**config.mk**
```make
export PLATFORM = sky130hd
export DESIGN_NAME = bcd_digit_sequencer_flat
export DESIGN_NICKNAME = d
export VERILOG_FILES = /design/src/rtl/bcd_pkg.sv /design/src/rtl/bcd_digit_sequencer_if.sv /design/src/rtl/div10_step.sv /design/src/rtl/bcd_digit_sequencer.sv /design/src/flat_wrapper.sv
export SDC_FILE = /design/constraint.sdc
export NUM_CORES = 1
export LEC_CHECK = 0
export ABC_AREA = 1
export ABC_CLOCK_PERIOD_IN_PS = 6400
export CAP_MARGIN = 15
export CORE_ASPECT_RATIO = 0.5
export CORE_MARGIN = 1
export CORE_UTILIZATION = 41
export DETAILED_ROUTE_END_ITERATION = 8
export PLACE_DENSITY = 0.59
export SLEW_MARGIN = 20
export SYNTH_ARGS = -nofsm -noshare
export SYNTH_HDL_FRONTEND = slang
export SYNTH_HIERARCHICAL = 1
export SYNTH_SLANG_ARGS = --single-unit
```
**constraint.sdc**
```tcl
create_clock -name clk -period 6.4 [get_ports clk]
set_input_delay 0.96 -clock clk [delete_from_list [all_inputs] [get_ports clk]]
set_output_delay 0.96 -clock clk [all_outputs]
set_load 0.1 [all_outputs]
```
**src/rtl/bcd_pkg.sv**
```systemverilog
// Shared types and constants for the BCD digit sequencer.
package bcd_pkg;

    typedef enum logic [1:0] {
        IDLE    = 2'd0,
        CONVERT = 2'd1,
        DONE    = 2'd2
    } state_t;

    localparam int DIGIT_W      = 4;
    localparam int DECIMAL_BASE = 10;

endpackage

```
**src/rtl/bcd_digit_sequencer_if.sv**
```systemverilog
// Start/busy/done handshake and published digit bus for the BCD sequencer.
interface bcd_digit_sequencer_if
    import bcd_pkg::*;
#(
    parameter int WIDTH  = 13,
    parameter int DIGITS = 4
) ();

    logic                        start;
    logic [WIDTH-1:0]            value;
    logic                        busy;
    logic                        done;
    logic [DIGITS*DIGIT_W-1:0]   digits;
    logic [DIGITS-1:0]           blank;

    modport master (
        output start,
        output value,
        input  busy,
        input  done,
        input  digits,
        input  blank
    );

    modport slave (
        input  start,
        input  value,
        output busy,
        output done,
        output digits,
        output blank
    );

endinterface

```
**src/rtl/div10_step.sv**
```systemverilog
// Combinational divide-by-ten step: quotient plus remainder (din - 10*quot).
module div10_step
    import bcd_pkg::*;
#(
    parameter int WIDTH = 13
) (
    input  logic [WIDTH-1:0]   din,
    output logic [WIDTH-1:0]   quot,
    output logic [DIGIT_W-1:0] rem
);

    logic [WIDTH-1:0] prod;

    always_comb begin
        quot = din / WIDTH'(DECIMAL_BASE);
        prod = quot * WIDTH'(DECIMAL_BASE);
        // The difference is always 0..9, so its low nibble is the whole remainder.
        rem  = DIGIT_W'(din - prod);
    end

endmodule

```
**src/rtl/bcd_digit_sequencer.sv**
```systemverilog
// Sequential binary-to-BCD converter, one digit per clock, atomic publish.
// Optional leading-zero blanking via BCD_LEADING_ZERO_BLANK_EN.
module bcd_digit_sequencer
    import bcd_pkg::*;
#(
    parameter int WIDTH  = 13,
    parameter int DIGITS = 4
) (
    input  logic                  clk,
    input  logic                  rst_n,
    bcd_digit_sequencer_if.slave  bus
);

    localparam int IDX_W = (DIGITS > 1) ? $clog2(DIGITS) : 1;
    localparam int DW    = DIGITS * DIGIT_W;

    state_t               state;
    logic [WIDTH-1:0]     work;
    logic [IDX_W-1:0]     idx;
    logic [DW-1:0]        shadow;
    logic [DW-1:0]        shadow_next;
    logic [WIDTH-1:0]     quot;
    logic [DIGIT_W-1:0]   rem;
    logic                 busy_q;
    logic                 done_q;
    logic [DW-1:0]        digits_q;
    logic                 last_step;

    div10_step #(.WIDTH(WIDTH)) u_div (
        .din  (work),
        .quot (quot),
        .rem  (rem)
    );

    // Publish from the shadow as it will look after this edge, so the final digit is included.
    always_comb begin
        shadow_next = shadow;
        shadow_next[int'(idx)*DIGIT_W +: DIGIT_W] = rem;
        last_step = (state == CONVERT) && (idx == IDX_W'(DIGITS - 1));
    end

    always_ff @(posedge clk or negedge rst_n) begin
        if (!rst_n) begin
            state    <= IDLE;
            work     <= '0;
            idx      <= '0;
            shadow   <= '0;
            busy_q   <= 1'b0;
            done_q   <= 1'b0;
            digits_q <= '0;
        end else begin
            case (state)
                IDLE: begin
                    done_q <= 1'b0;
                    if (bus.start) begin
                        work   <= bus.value;
                        idx    <= '0;
                        shadow <= '0;
                        busy_q <= 1'b1;
                        state  <= CONVERT;
                    end
                end
                CONVERT: begin
                    shadow <= shadow_next;
                    work   <= quot;
                    idx    <= idx + 1'b1;
                    if (last_step) begin
                        digits_q <= shadow_next;
                        done_q   <= 1'b1;
                        state    <= DONE;
                    end
                end
                DONE: begin
                    done_q <= 1'b0;
                    busy_q <= 1'b0;
                    state  <= IDLE;
                end
                default: begin
                    busy_q <= 1'b0;
                    done_q <= 1'b0;
                    state  <= IDLE;
                end
            endcase
        end
    end

    assign bus.busy   = busy_q;
    assign bus.done   = done_q;
    assign bus.digits = digits_q;

`ifdef BCD_LEADING_ZERO_BLANK_EN
    logic [DIGITS-1:0] blank_q;
    logic [DIGITS-1:0] blank_next;
    logic              zero_run;

    // Walk down from the top digit; a digit blanks while everything above it is zero too.
    always_comb begin
        blank_next = '0;
        zero_run   = 1'b1;
        for (int unsigned i = DIGITS - 1; i >= 1; i--) begin
            zero_run      = zero_run & (shadow_next[i*DIGIT_W +: DIGIT_W] == '0);
            blank_next[i] = zero_run;
        end
    end

    always_ff @(posedge clk or negedge rst_n) begin
        if (!rst_n) begin
            blank_q <= '0;
        end else if (last_step) begin
            blank_q <= blank_next;
        end
    end

    assign bus.blank = blank_q;
`else
    assign bus.blank = '0;
`endif

endmodule

```
**src/flat_wrapper.sv**
```systemverilog
// flat-port wrapper written by rule: the top's interface ports become plain ports
module bcd_digit_sequencer_flat import bcd_pkg::*;
#(
    parameter int WIDTH  = 13,
    parameter int DIGITS = 4
)
  (clk, rst_n, bus_start, bus_value, bus_busy, bus_done, bus_digits, bus_blank);
  bcd_digit_sequencer_if #(.WIDTH(WIDTH), .DIGITS(DIGITS)) bus_i ();
  input  logic clk;
  input  logic rst_n;
  input wire logic [$bits(bus_i.start)-1:0] bus_start;
  input wire logic [$bits(bus_i.value)-1:0] bus_value;
  output wire logic [$bits(bus_i.busy)-1:0] bus_busy;
  output wire logic [$bits(bus_i.done)-1:0] bus_done;
  output wire logic [$bits(bus_i.digits)-1:0] bus_digits;
  output wire logic [$bits(bus_i.blank)-1:0] bus_blank;
  assign bus_i.start = bus_start;
  assign bus_i.value = bus_value;
  assign bus_busy = bus_i.busy;
  assign bus_done = bus_i.done;
  assign bus_digits = bus_i.digits;
  assign bus_blank = bus_i.blank;
  bcd_digit_sequencer #(.WIDTH(WIDTH), .DIGITS(DIGITS)) u_core (.clk(clk), .rst_n(rst_n), .bus(bus_i));
endmodule
```
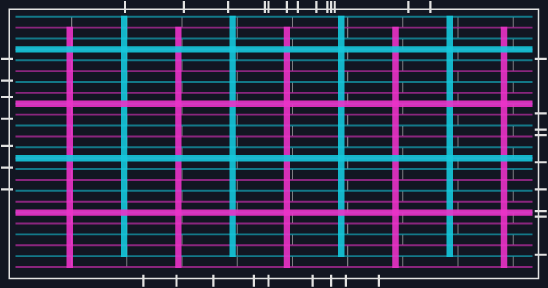
**Above:** run 1 (supply network).
Drawn at 4 px/µm. Pins as bars on the die edge. Tap cells in gray.
Key: VDD = cyan; VSS = magenta
9 straps on met4. 4 straps on met5.
Die Span Y: 67.0 µm
Core Box Area: 8090 µm²

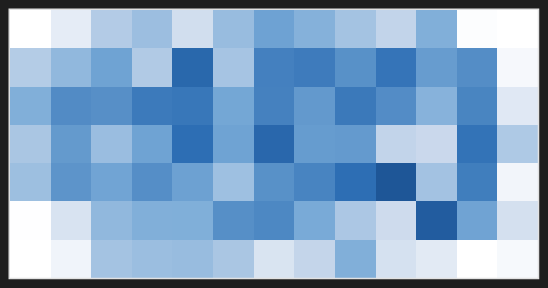
**Above:** run 1 (cell area per tile).
Drawn at 4 px/µm. 13 x 7 tiles, from white (low) to dark blue (high), 0 to 100% covered.
5.5% of the tiles are over 75% full. The fullest tile reaches 85%. The densest ninth of the die: center.
final core area utilization: 0.491
Starting Density: 0.428

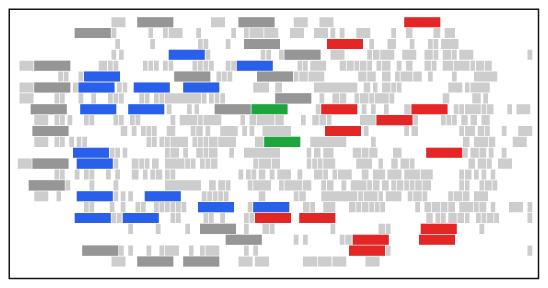
**Above:** run 1 (where the registers sit).
Drawn at 4 px/µm. Other sequential cells in the stronger gray, the rest of the logic in the fainter gray.
Key: `u_core/shadow` = blue [sequential cells 16]; `u_core/work` = red [sequential cells 13]; `u_core/idx` = green [sequential cells 2]
Another 20 sequential cells are not colored.
sequential cell area: 1280 µm²
Seq area share: 0.321

==> flow_summary_export.csv, run 1 <==
group,metric,value,unit
outcome,outcome,"completed",
final_layout,signal_buffers,34,
final_timing,setup_tns,0,ns
logic_synthesis,area_leaders,"dfrtp_1 37%, nand2_1 20%, o21ai_0 4.2%",
logic_synthesis,yosys_cells,485,
final_layout,buf_share,0.0838,
detailed_routing,met3_wirelength,271,µm
final_timing,hold-worst-slack,0.477,ns
clock_tree,clk_latency,0.29,ns
setup_path,worst_ep_arrival_time,5.67,ns
run,maxCapViolCount,0,
die,taps,112,
setup_path,endpoint,"u_core/shadow[7]",
place,dp_cells,616,
setup_path,required,6.63,ns
detailed_routing,via_per_inst,4.71,
detailed_routing,drt_iter0_drc,198,
grt,grt_overflow_total,0,
final_timing,setup_viol,0,
final_layout,clock_buffers,6,
grt,grt_max_degree,52,
logic_synthesis,compound_area_frac,0.0806,
clock_tree,cts_resized,0,
logic_synthesis,yosysWarnings,6,
detailed_routing,drt-met1-wl,3910,µm
place,preCtsSetupSlack,1.02,ns
grt,grt_pass1_wl,12600,µm
die,rows,23,
final_layout,comb_area_frac,0.462,
final_timing,slew_headroom,0.353,
final_timing,period_needed,5.44,ns
clock_tree,clkSinkCount,51,
final_layout,clock_area_frac,0.0447,
grt,grt_usage,0.181,
min_path,whs_endpoint,"u_core/bus.digits[12]",
logic_synthesis,synthTopCellsByCount,"189 x nand2_1, 51 x dfrtp_1, 37 x inv_1, 29 x nor2_1, 29 x o21ai_0",
clock_tree,cts_hold_buf,0,
clock_tree,htree_levels,2,
min_path,holdCritStartpoint,"u_core/bus.digits[12]",
detailed_routing,wirelength,7510,µm
final_timing,fin_crit_sh,0.850,
setup_path,crit_top_cell,"nand2_2",
clock_tree,cts_buffers,5,
clock_tree,cts_tree,"yes",
logic_synthesis,syn_area,3460,µm²
final_timing,slew_violations,0,
run,warnings,32,
final_layout,drive_gt1_frac,0.152,
place,hpwl,5160,µm
setup_path,critPathKind,"reg -> reg",
setup_path,crit_slowest_cell,"dfrtp_1",
logic_synthesis,topCombFamilyByArea,"simple AND/OR/NAND/NOR gates",
clock_tree,cts_root_buf,"clkbuf_16",
setup_path,worst-path-buf-inv,6,
final_layout,logic_area,1830,µm²
grt,top_usage_layer,"met2",
setup_path,worstSetupStartpoint,"u_core/work[12]",
place,postPlaceCellArea,3790,µm²
grt,use_met1,0.252,
logic_synthesis,adder_share,0.0347,
grt,use_met3,0.0335,
final_layout,layout_top_cell,"nand2_1",
setup_path,reg2reg_to,"u_core/shadow[7]",
final_layout,synthToLayoutAreaGrowth,14.8,%
setup_path,cp.depth,42,
setup_path,cp_top_family,"simple AND/OR/NAND/NOR gates",
logic_synthesis,simple_gate_share,0.398,
logic_synthesis,mux_area_frac,0.00398,
logic_synthesis,ys_area,3460,µm²
logic_synthesis,synthFlopType,"dfrtp_1",
setup_path,r2r_cells,42,
setup_path,cp_slowest_stage_delay,0.43,ns
grt,grt_pass1_vias,2676,
final_timing,finClkSkew,0.00340,ns
final_layout,antenna_cells,0,
setup_path,reg2reg_slack,0.96,ns
final_layout,nMultiInputCombCells,364,
final_layout,seq_cells,51,
final_layout,fill_cells,806,
die,die_x,132,µm
final_timing,rsz0062_at_grt,"false",
detailed_routing,routed-wl-met2,3290,µm
detailed_routing,route.detailed.drc,0,
final_timing,setup_ws,0.957,ns
logic_synthesis,synth.most_common_cell,"nand2_1",
logic_synthesis,synth_top_area_share,0.369,
setup_path,crit_path_end_kind,"register",
final_layout,largestClassByArea,"multi-input combinational cells",
logic_synthesis,ys_seq_frac,0.369,
detailed_routing,vias,2939,
clock_tree,cts_setup_buffers,0,
logic_synthesis,yosysUniqueCellTypes,36,
setup_path,cp_max_fo,5,
final_layout,nNetsFinal,536,
logic_synthesis,top_area_cell,"dfrtp_1",
clock_tree,cts.path.max_buffers,2,
final_timing,hold_violations,0,
final_layout,design_area,3970,µm²
final_timing,timing.fmax,184,MHz
final_layout,n_all_inverters,55,
final_layout,mostFrequentLayoutCells,"189 x nand2_1, 51 x dfrtp_1, 37 x inv_1",
die,io_pins,38,
final_timing,tightest_slew,0.968,ns
detailed_routing,ant_nets,0,
detailed_routing,top_layer_used,"met4",
==> run 1 -> run 2 <==
--- a/constraint.sdc
+++ b/constraint.sdc
@@ -3,2 +3,2 @@
 set_output_delay 0.96 -clock clk [all_outputs]
-set_load 0.1 [all_outputs]
+set_load 0.02 [all_outputs]
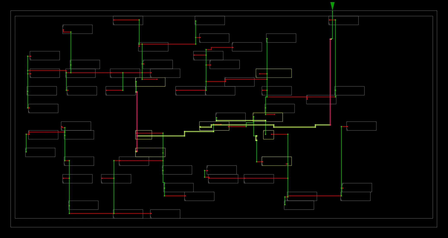
**Above:** run 2 (clock wiring as the flow saved it).
Flops: 51
# clk buffers: 6
CTS Sinks: 51

==> run 2 against run 1 <==
  * Fmax unchanged
  * Worst hold slack unchanged
  * Cell count unchanged
  * Non-clock buffer count unchanged
  * Sequential share of layout area unchanged
  * Critical path depth unchanged
  * Critical path type unchanged
  * Highest routed layer unchanged
==> flow_summary_export.csv, run 2 <==
group,metric,value,unit
logic_synthesis,ys_seq_frac,0.369,
die,io_pins,38,
final_layout,signal_buffers,34,
setup_path,required,6.63,ns
final_layout,mostFrequentLayoutCells,"189 x nand2_1, 51 x dfrtp_1, 37 x inv_1",
clock_tree,clk_latency,0.29,ns
final_layout,buf_share,0.0838,
final_timing,tightest_slew,0.666,ns
setup_path,reg2reg_slack,0.96,ns
final_layout,n_all_inverters,55,
detailed_routing,wirelength,7510,µm
final_layout,nNetsFinal,536,
logic_synthesis,area_leaders,"dfrtp_1 37%, nand2_1 20%, o21ai_0 4.2%",
outcome,outcome,"completed",
final_layout,seq_share,0.321,
logic_synthesis,yosys_cells,485,
logic_synthesis,compound_area_frac,0.0806,
detailed_routing,met3_wirelength,271,µm
clock_tree,htree_levels,2,
min_path,whs_endpoint,"u_core/bus.digits[12]",
setup_path,r2r_cells,42,
setup_path,endpoint,"u_core/shadow[7]",
setup_path,cp_slowest_stage_delay,0.43,ns
die,fp_util,0.428,
place,postPlaceCellArea,3790,µm²
final_layout,seq_area,1280,µm²
logic_synthesis,ys_area,3460,µm²
logic_synthesis,simple_gate_share,0.398,
detailed_routing,drt_iter0_drc,198,
final_timing,setup_tns,0,ns
final_layout,synthToLayoutAreaGrowth,14.8,%
final_timing,hold-worst-slack,0.477,ns
grt,grt_pass1_vias,2676,
setup_path,crit_path_end_kind,"register",
grt,grt_overflow_total,0,
setup_path,worstSetupStartpoint,"u_core/work[12]",
setup_path,worst-path-buf-inv,6,
clock_tree,cts_buffers,5,
logic_synthesis,synth_top_area_share,0.369,
final_layout,fill_cells,806,
detailed_routing,top_layer_used,"met4",
min_path,holdCritStartpoint,"u_core/bus.digits[12]",
die,core,8090,µm²
grt,use_met3,0.0335,
grt,use_met1,0.252,
die,taps,112,
logic_synthesis,syn_area,3460,µm²
clock_tree,cts_hold_buf,0,
final_timing,period_needed,5.44,ns
final_layout,nMultiInputCombCells,364,
final_timing,rsz0062_at_grt,"false",
final_timing,hold_violations,0,
place,hpwl,5160,µm
run,maxCapViolCount,0,
final_layout,antenna_cells,0,
setup_path,critPathKind,"reg -> reg",
logic_synthesis,topCombFamilyByArea,"simple AND/OR/NAND/NOR gates",
final_layout,comb_area_frac,0.462,
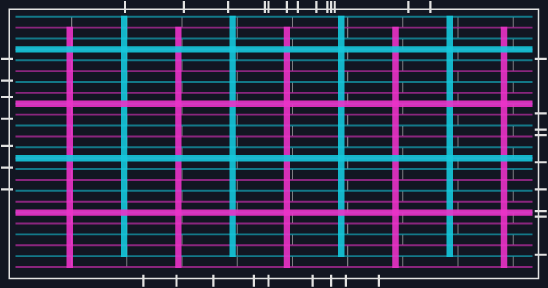
**Above:** run 2 (supply network).
Drawn at 4 px/µm. Pins as bars on the die edge. Tap cells in gray.
Key: VDD = cyan; VSS = magenta
4 straps on met5. 24 met1 rails follow the rows. The core has 23 rows. 38 signal pins sit on the boundary.
die width: 132 µm

